===== src/rtl/frame_scan_ctrl.sv =====
// frame_scan_ctrl
// Walks the capture buffer once per accepted frame_start. It issues read
// addresses to the capture BRAM and carries each read's x/y/write-address
// tag down a shift register matched to the BRAM read latency. Each returned
// pixel is presented to the processing datapath, and the result is written
// to the VGA frame buffer in the same cycle.
//
// Ports:
//   clk25, rst_n         clock, asynchronous active-low reset
//   frame_start          single-cycle request to scan one frame
//   pause                level, freezes address issue while high
//   decim                level, sampled at an accepted frame_start
//                        (1 = every 2nd pixel of every 2nd line)
//   din                  capture BRAM read data
//   addr_mem0            capture BRAM read address
//   pix_valid/x/y/data   tagged pixel presented to the processing datapath
//   proc_in              combinational processing result for that pixel
//   addr_mem1, we, dout  VGA buffer write port
//   busy                 scan in progress, including pipeline drain
//   done                 one-cycle pulse after the last write of a frame
//   frame_cnt            completed frames, wraps 255->0
module frame_scan_ctrl #(
    parameter int width  = 640,
    parameter int height = 480,
    parameter int ADDR_W = 19,
    parameter int RD_LAT = 2
) (
    input  logic              clk25,
    input  logic              rst_n,
    input  logic              frame_start,
    input  logic              pause,
    input  logic              decim,
    input  logic [7:0]        din,
    output logic [ADDR_W-1:0] addr_mem0,
    output logic              pix_valid,
    output logic [9:0]        pix_x,
    output logic [8:0]        pix_y,
    output logic [7:0]        pix_data,
    input  logic [3:0]        proc_in,
    output logic [ADDR_W-1:0] addr_mem1,
    output logic              we,
    output logic [3:0]        dout,
    output logic              busy,
    output logic              done,
    output logic [7:0]        frame_cnt
);

    typedef enum logic [1:0] {IDLE, ISSUE, DRAIN} state_t;

    localparam logic [9:0]        X_LAST0    = 10'(width - 1);
    localparam logic [9:0]        X_LAST1    = 10'(width - 2);
    localparam logic [8:0]        Y_LAST0    = 9'(height - 1);
    localparam logic [8:0]        Y_LAST1    = 9'(height - 2);
    // Jump from (width-2, y) to (0, y+2) in decimated mode.
    localparam logic [ADDR_W-1:0] LINE_SKIP  = ADDR_W'(width + 2);
    localparam logic [2:0]        DRAIN_LAST = 3'(RD_LAT - 1);

    state_t            state, state_next;
    logic              mode_r;
    logic [9:0]        x_r;
    logic [8:0]        y_r;
    logic [ADDR_W-1:0] rd_addr;
    logic [ADDR_W-1:0] wr_addr;
    logic [2:0]        drain_cnt;

    logic              accept, issue, drain_done, line_end, frame_last;
    logic [9:0]        x_step;
    logic [8:0]        y_step;
    logic [ADDR_W-1:0] rd_step;

    // Tag pipeline; stage RD_LAT-1 lines up with din.
    logic              pipe_v [RD_LAT];
    logic [9:0]        pipe_x [RD_LAT];
    logic [8:0]        pipe_y [RD_LAT];
    logic [ADDR_W-1:0] pipe_a [RD_LAT];

    assign x_step  = mode_r ? 10'd2 : 10'd1;
    assign y_step  = mode_r ? 9'd2 : 9'd1;
    assign rd_step = (mode_r && line_end) ? LINE_SKIP :
                     (mode_r ? ADDR_W'(2) : ADDR_W'(1));

    always_ff @(posedge clk25 or negedge rst_n) begin
        if (!rst_n) state <= IDLE;
        else        state <= state_next;
    end

    // frame_start is refused during the done cycle as well, even though the
    // FSM is already back in IDLE there.
    always_comb begin
        state_next = state;
        accept     = 1'b0;
        issue      = 1'b0;
        drain_done = 1'b0;
        line_end   = mode_r ? (x_r == X_LAST1) : (x_r == X_LAST0);
        frame_last = line_end && (mode_r ? (y_r == Y_LAST1) : (y_r == Y_LAST0));
        case (state)
            IDLE: begin
                if (frame_start && !done) begin
                    accept     = 1'b1;
                    state_next = ISSUE;
                end
            end
            ISSUE: begin
                if (!pause) begin
                    issue = 1'b1;
                    if (frame_last) state_next = DRAIN;
                end
            end
            DRAIN: begin
                if (drain_cnt == DRAIN_LAST) begin
                    drain_done = 1'b1;
                    state_next = IDLE;
                end
            end
            default: state_next = IDLE;
        endcase
    end

    // The write address counts issued pixels, which is the read address in
    // full mode and the packed decimated address in 2:1 mode. Scan counters
    // stop on the last pixel so addr_mem0 holds it afterwards. Tag fields
    // only move with valid entries, so addr_mem1 holds while we is low.
    always_ff @(posedge clk25 or negedge rst_n) begin
        if (!rst_n) begin
            mode_r    <= 1'b0;
            x_r       <= '0;
            y_r       <= '0;
            rd_addr   <= '0;
            wr_addr   <= '0;
            drain_cnt <= '0;
            busy      <= 1'b0;
            done      <= 1'b0;
            frame_cnt <= '0;
            for (int i = 0; i < RD_LAT; i++) begin
                pipe_v[i] <= 1'b0;
                pipe_x[i] <= '0;
                pipe_y[i] <= '0;
                pipe_a[i] <= '0;
            end
        end else begin
            done <= drain_done;
            if (drain_done) frame_cnt <= frame_cnt + 8'd1;

            if (accept)          busy <= 1'b1;
            else if (drain_done) busy <= 1'b0;

            if (state == DRAIN) drain_cnt <= drain_cnt + 3'd1;
            else                drain_cnt <= '0;

            if (accept) begin
                mode_r  <= decim;
                x_r     <= '0;
                y_r     <= '0;
                rd_addr <= '0;
                wr_addr <= '0;
            end else if (issue && !frame_last) begin
                rd_addr <= rd_addr + rd_step;
                wr_addr <= wr_addr + ADDR_W'(1);
                if (line_end) begin
                    x_r <= '0;
                    y_r <= y_r + y_step;
                end else begin
                    x_r <= x_r + x_step;
                end
            end

            pipe_v[0] <= issue;
            if (issue) begin
                pipe_x[0] <= x_r;
                pipe_y[0] <= y_r;
                pipe_a[0] <= wr_addr;
            end
            for (int i = 1; i < RD_LAT; i++) begin
                pipe_v[i] <= pipe_v[i-1];
                if (pipe_v[i-1]) begin
                    pipe_x[i] <= pipe_x[i-1];
                    pipe_y[i] <= pipe_y[i-1];
                    pipe_a[i] <= pipe_a[i-1];
                end
            end
        end
    end

    assign addr_mem0 = rd_addr;
    assign pix_valid = pipe_v[RD_LAT-1];
    assign pix_x     = pipe_x[RD_LAT-1];
    assign pix_y     = pipe_y[RD_LAT-1];
    assign pix_data  = din;
    assign addr_mem1 = pipe_a[RD_LAT-1];
    assign we        = pipe_v[RD_LAT-1];
    assign dout      = proc_in;

endmodule


===== config.mk =====
export PLATFORM = sky130hd
export DESIGN_NAME = frame_scan_ctrl
export DESIGN_NICKNAME = d
export VERILOG_FILES = /design/src/rtl/frame_scan_ctrl.sv
export SDC_FILE = /design/constraint.sdc
export NUM_CORES = 1
export LEC_CHECK = 0
export CELL_PAD_IN_SITES_DETAIL_PLACEMENT = 0
export CELL_PAD_IN_SITES_GLOBAL_PLACEMENT = 1
export CORE_MARGIN = 2
export CORE_UTILIZATION = 46
export DETAILED_ROUTE_END_ITERATION = 8
export PLACE_DENSITY_LB_ADDON = 0.1
export SLEW_MARGIN = 5
export SYNTH_ARGS = -nofsm -noshare
export SYNTH_HDL_FRONTEND = slang
export SYNTH_SLANG_ARGS = --single-unit

===== constraint.sdc =====
create_clock -name clk25 -period 10.95 [get_ports clk25]
set_input_delay 1.095 -clock clk25 [delete_from_list [all_inputs] [get_ports clk25]]
set_output_delay 1.095 -clock clk25 [all_outputs]
set_load 0.02 [all_outputs]

### Sequential cells grouped by signal name

Scale bar: 50 um.
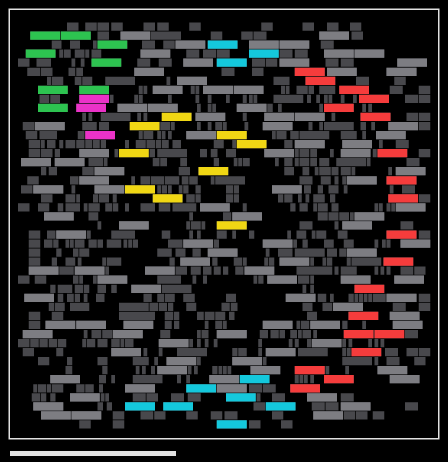
legend:
  green:
    netlist_name: `frame_cnt`
    sequential_cells: 8
    where: north-west
  cyan:
    netlist_name: `pix_x`
    sequential_cells: 10
  magenta:
    netlist_name: `drain_cnt`
    sequential_cells: 3
  yellow:
    netlist_name: `y_r`
    sequential_cells: 9
  red:
    netlist_name: `pipe_a`
    sequential_cells: 19
not coloured: 102
FF/Latch Area: 3779 sq um
fin util: 0.5437
Seq area share: 0.4572

### Wiring heat map

The die is cut into 26 by 26 equal tiles; dark purple is low, yellow is high, scaled to the fullest tile. Values are wire area over tile area, all layers added.
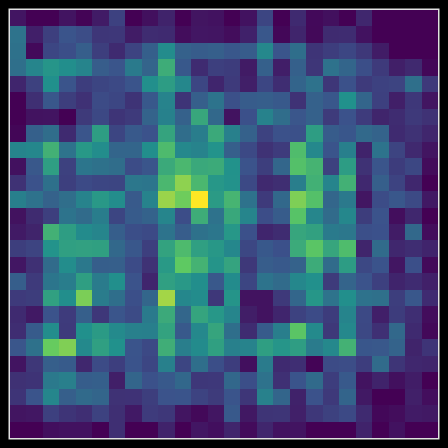
densest ninth of the die: centre
mean over tiles: 0.14
tiles over half the peak: 13%

### Signal wires by layer

Two of the layers only.
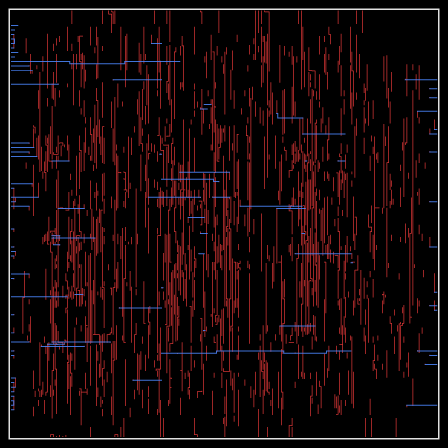
legend:
  red:
    layer: metal 2
    wire_length: 7140 um
  blue:
    layer: metal 3
    wire_length: 540 um
total track usage: 0.1900
total routed wirelength: 14730 um

### Clock wiring as the flow saved it

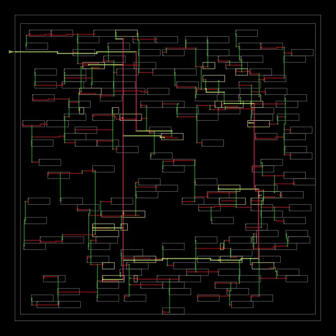
clk sinks: 151
clk_buf instances: 24
clk_lat worst skew: 420 ps
Fin Clk Skew: 4.808 ps

### Cell density map

Scale bar: 50 um. The die is cut into 13 by 13 equal tiles; dark purple is low, yellow is high, 0 to 100% covered.
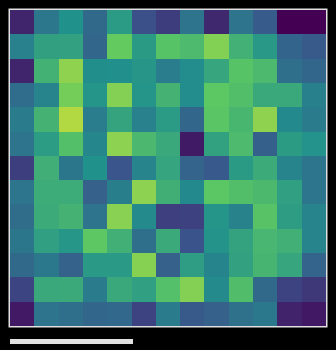
mean over tiles: 49%
nearly empty tiles: 1.2%
fullest tile: 88%
tiles over 75% full: 7.1%

==> changes_impl.md <==
## Flow update

* Share of cells above drive strength 1 at 0.1184
* FP Rows at 45
* IO Port Bufs at 73
* Comb power at 0.296 mW
* Top area cell types: dfrtp_1, nand2_1, mux2_2, buf_4, xnor2_1
* Syn_area_per_cell at 10.39 sq um
* Sequential area share after synthesis at 0.5280
* ANT cells at 0
* P_seq at slightly below 0.7 mW
* Share of total power in the clock network at 0.375
* Hold Startpoint: frame_cnt[7]$_DFFE_PN0P_
* Clock transition at path regs at 60 ps
* First-pass GRT wire length at between 20000 and 25000 um
* Post-CTS resize count at 0
* Worst hold slack at 470.2 ps
* Die y size at 128.7 um
* Worst-path cell chain: inv_1 > ha_1 > nor4bb_1 > nand4_1 > nor2_1 > ha_1 > nand2_1 > o41ai_2 > or3b_1 > or4_1 > nand2_1
* Total chip power at 1.570 mW
* CP Depth at 11
* Initial antenna violation count at 0
* Htree depth at 4
* Yosys stat area at 7157 sq um
* # nets final at approximately 740
* Post-Route Setup TNS at 0 ps
* Measured slew at the worst slew-check pin at 876.9 ps
* Min cycle time layout at 3600 ps
* HP Class: flop to flop
* YS warnings at 0
* Top_reg_cell synth: dfrtp_1
* Peak VDD IR at 0.1064 mV
* Dpl ws at 7221 ps
* Worst path slowest cell: o41ai_2
* Max transition margin at 0.4122
* Critical Path Fanout Max at 6
* Final ANT Viol Nets at 0
* FF-to-FF path depth at 11
* Avg WL per Cell at around 16 um
* Top cell area share at 0.5280
* HPWL Detailed at ~9600 um
* # Cells Yosys at 689
* Switching part of the total at 0.2927
* Max-cap violations at 0
* Layout area overhead at 15.49%
* Top-level I/O count at 98
* Drt pass-1 iters at 4
* Worst setup SP type: flop
* Distinct lib cells at 57
* LEAKAGE at around 3.8 nW
* Period utilization at 0.3287
* Vias per std cell at 5.480
* Design area at 8265 sq um
* Post-synth EDFFs at 0
* DR DRC count at 0
* Fin. max-slew vios at 0
* Worst setup margin at 7350 ps
* Crit path to: addr_mem0[15]$_DFFE_PN0P_
* GRT overflow at 0
* 1st-iter DRT viols at 190
* Syn nets at 721
* Comb power frac at 0.189
* Gate Count Post-Synth at 689
* Worst EP required at 11310 ps
* Max frequency at between 200 and 300 MHz
* Most numerous logic cells after layout: dfrtp_1, nand2_1, clkdlybuf4s50_1, mux2_2, nor2_1
* Crit Path Class: flop to flop
* Hold Path Sink: frame_cnt[7]$_DFFE_PN0P_
* Placed Area at 7671 sq um
* NetSw at 0.4595 mW
* Post-CTS Setup Bufs at 0
* Pint at 1.110 mW
* RSZ-0062 raised after global routing: no
* CTS Hold Bufs at 0
* Hold depth at 1
* FFs w/ async S/R, synth at 1.000
* Largest net degree at the start of global routing at 86
* Yosys top cell by area: dfrtp_1
* Vias in the first global route at 4992
* Pwr/cell area at roughly 190 nW/um^2
* CP top delay family: simple AND/OR/NAND/NOR gates
* Main power-consuming group: sequential cells
* Clock distribution power at 0.589 mW
* Hold Fails Final Rpt at 0
* Capturing point of the worst reg2reg path: addr_mem0[15]$_DFFE_PN0P_
* Worst EP arrival at 3960 ps
* Ys flops at 151
* Clk buf depth at 2
* Tool Warnings at 27
* Global placement routability congestion at 0.8280
* Largest stage delay, worst path at 510 ps
* Placed insts at 875
* # fillers at around 1400
* Buf/Inv on CP at 1
* Number of setup violations in the final report at 0
* Total CTS buffers at 17
* Fin cells at 906
* Flop pwr share at 0.436
* Commonest Layout Cell: dfrtp_1
* Mapped Area at ~7200 sq um
* Via count at 4965
* Run status: complete, no violations
* Total die size at approximately 17000 sq um
* Die width at 128.7 um
* Core region area at 15200 sq um
* Crit end category: flop
* Comb gate area at 2808 sq um
* Crit path from: mode_r$_DFFE_PN0P_
* R2r startpoint: mode_r$_DFFE_PN0P_
## area by class of cell
type,instances,area share
flip-flops and latches,151,0.4572
multi-input cells,439,0.3397
repair buffers,79,0.09401
clock buffers,24,0.06070
well taps,188,0.02846
clock inverters,7,0.01120
inverters,18,0.008780
## per-layer routing
metal,track usage,wire length (um)
met5,0,0
met4,0.07737,333
met3,0.04532,539
met2,0.3078,7143
met1,0.2471,6709
## cell families (layout without fill, tap and decap cells)
| family | after synthesis | in the layout | synth area share |
|---|---|---|---|
| adders and majority gates | 15 | 15 | 0.02937 |
| AOI/OAI and AO/OA | 88 | 88 | 0.08672 |
| muxes | 43 | 43 | 0.06696 |
| DFF | 151 | 151 | 0.5280 |
| xor gates and xnor gates | 34 | 34 | 0.04161 |
| and+or+nand+nor | 259 | 259 | 0.1661 |
| buffers and inverters | 99 | 128 | 0.08129 |
## registers in the layout (all words and copies together), names as in the netlist
signal and count:
wr_addr 19, mode_r 1, frame_cnt 8, pipe_y 9, x_r 10, pipe_v 1
pipe_a 19, addr_mem1 19, y_r 9, pipe_x 10, busy 1, done 1
addr_mem0 19, pix_x 10, drain_cnt 3, pix_y 9, pix_valid 1, state 2
## synth_stat cells, drive strengths merged (4+ instances only)
library cell / number
dfrtp: 151
nand2: 143
buf: 64
mux2: 39
nor2: 37
o21ai: 23
xnor2: 22
nand3: 21
clkbuf: 17
inv: 17
nand4: 16
o211ai: 14
ha: 12
xor2: 12
a21oi: 10
o31ai: 10
nor4: 9
a2111oi: 7
nor3: 6
o2111ai: 5
or4: 5
a21o: 4
mux2i: 4
nand2b: 4
No activity file was given, so power comes from the tool's default toggle rates.
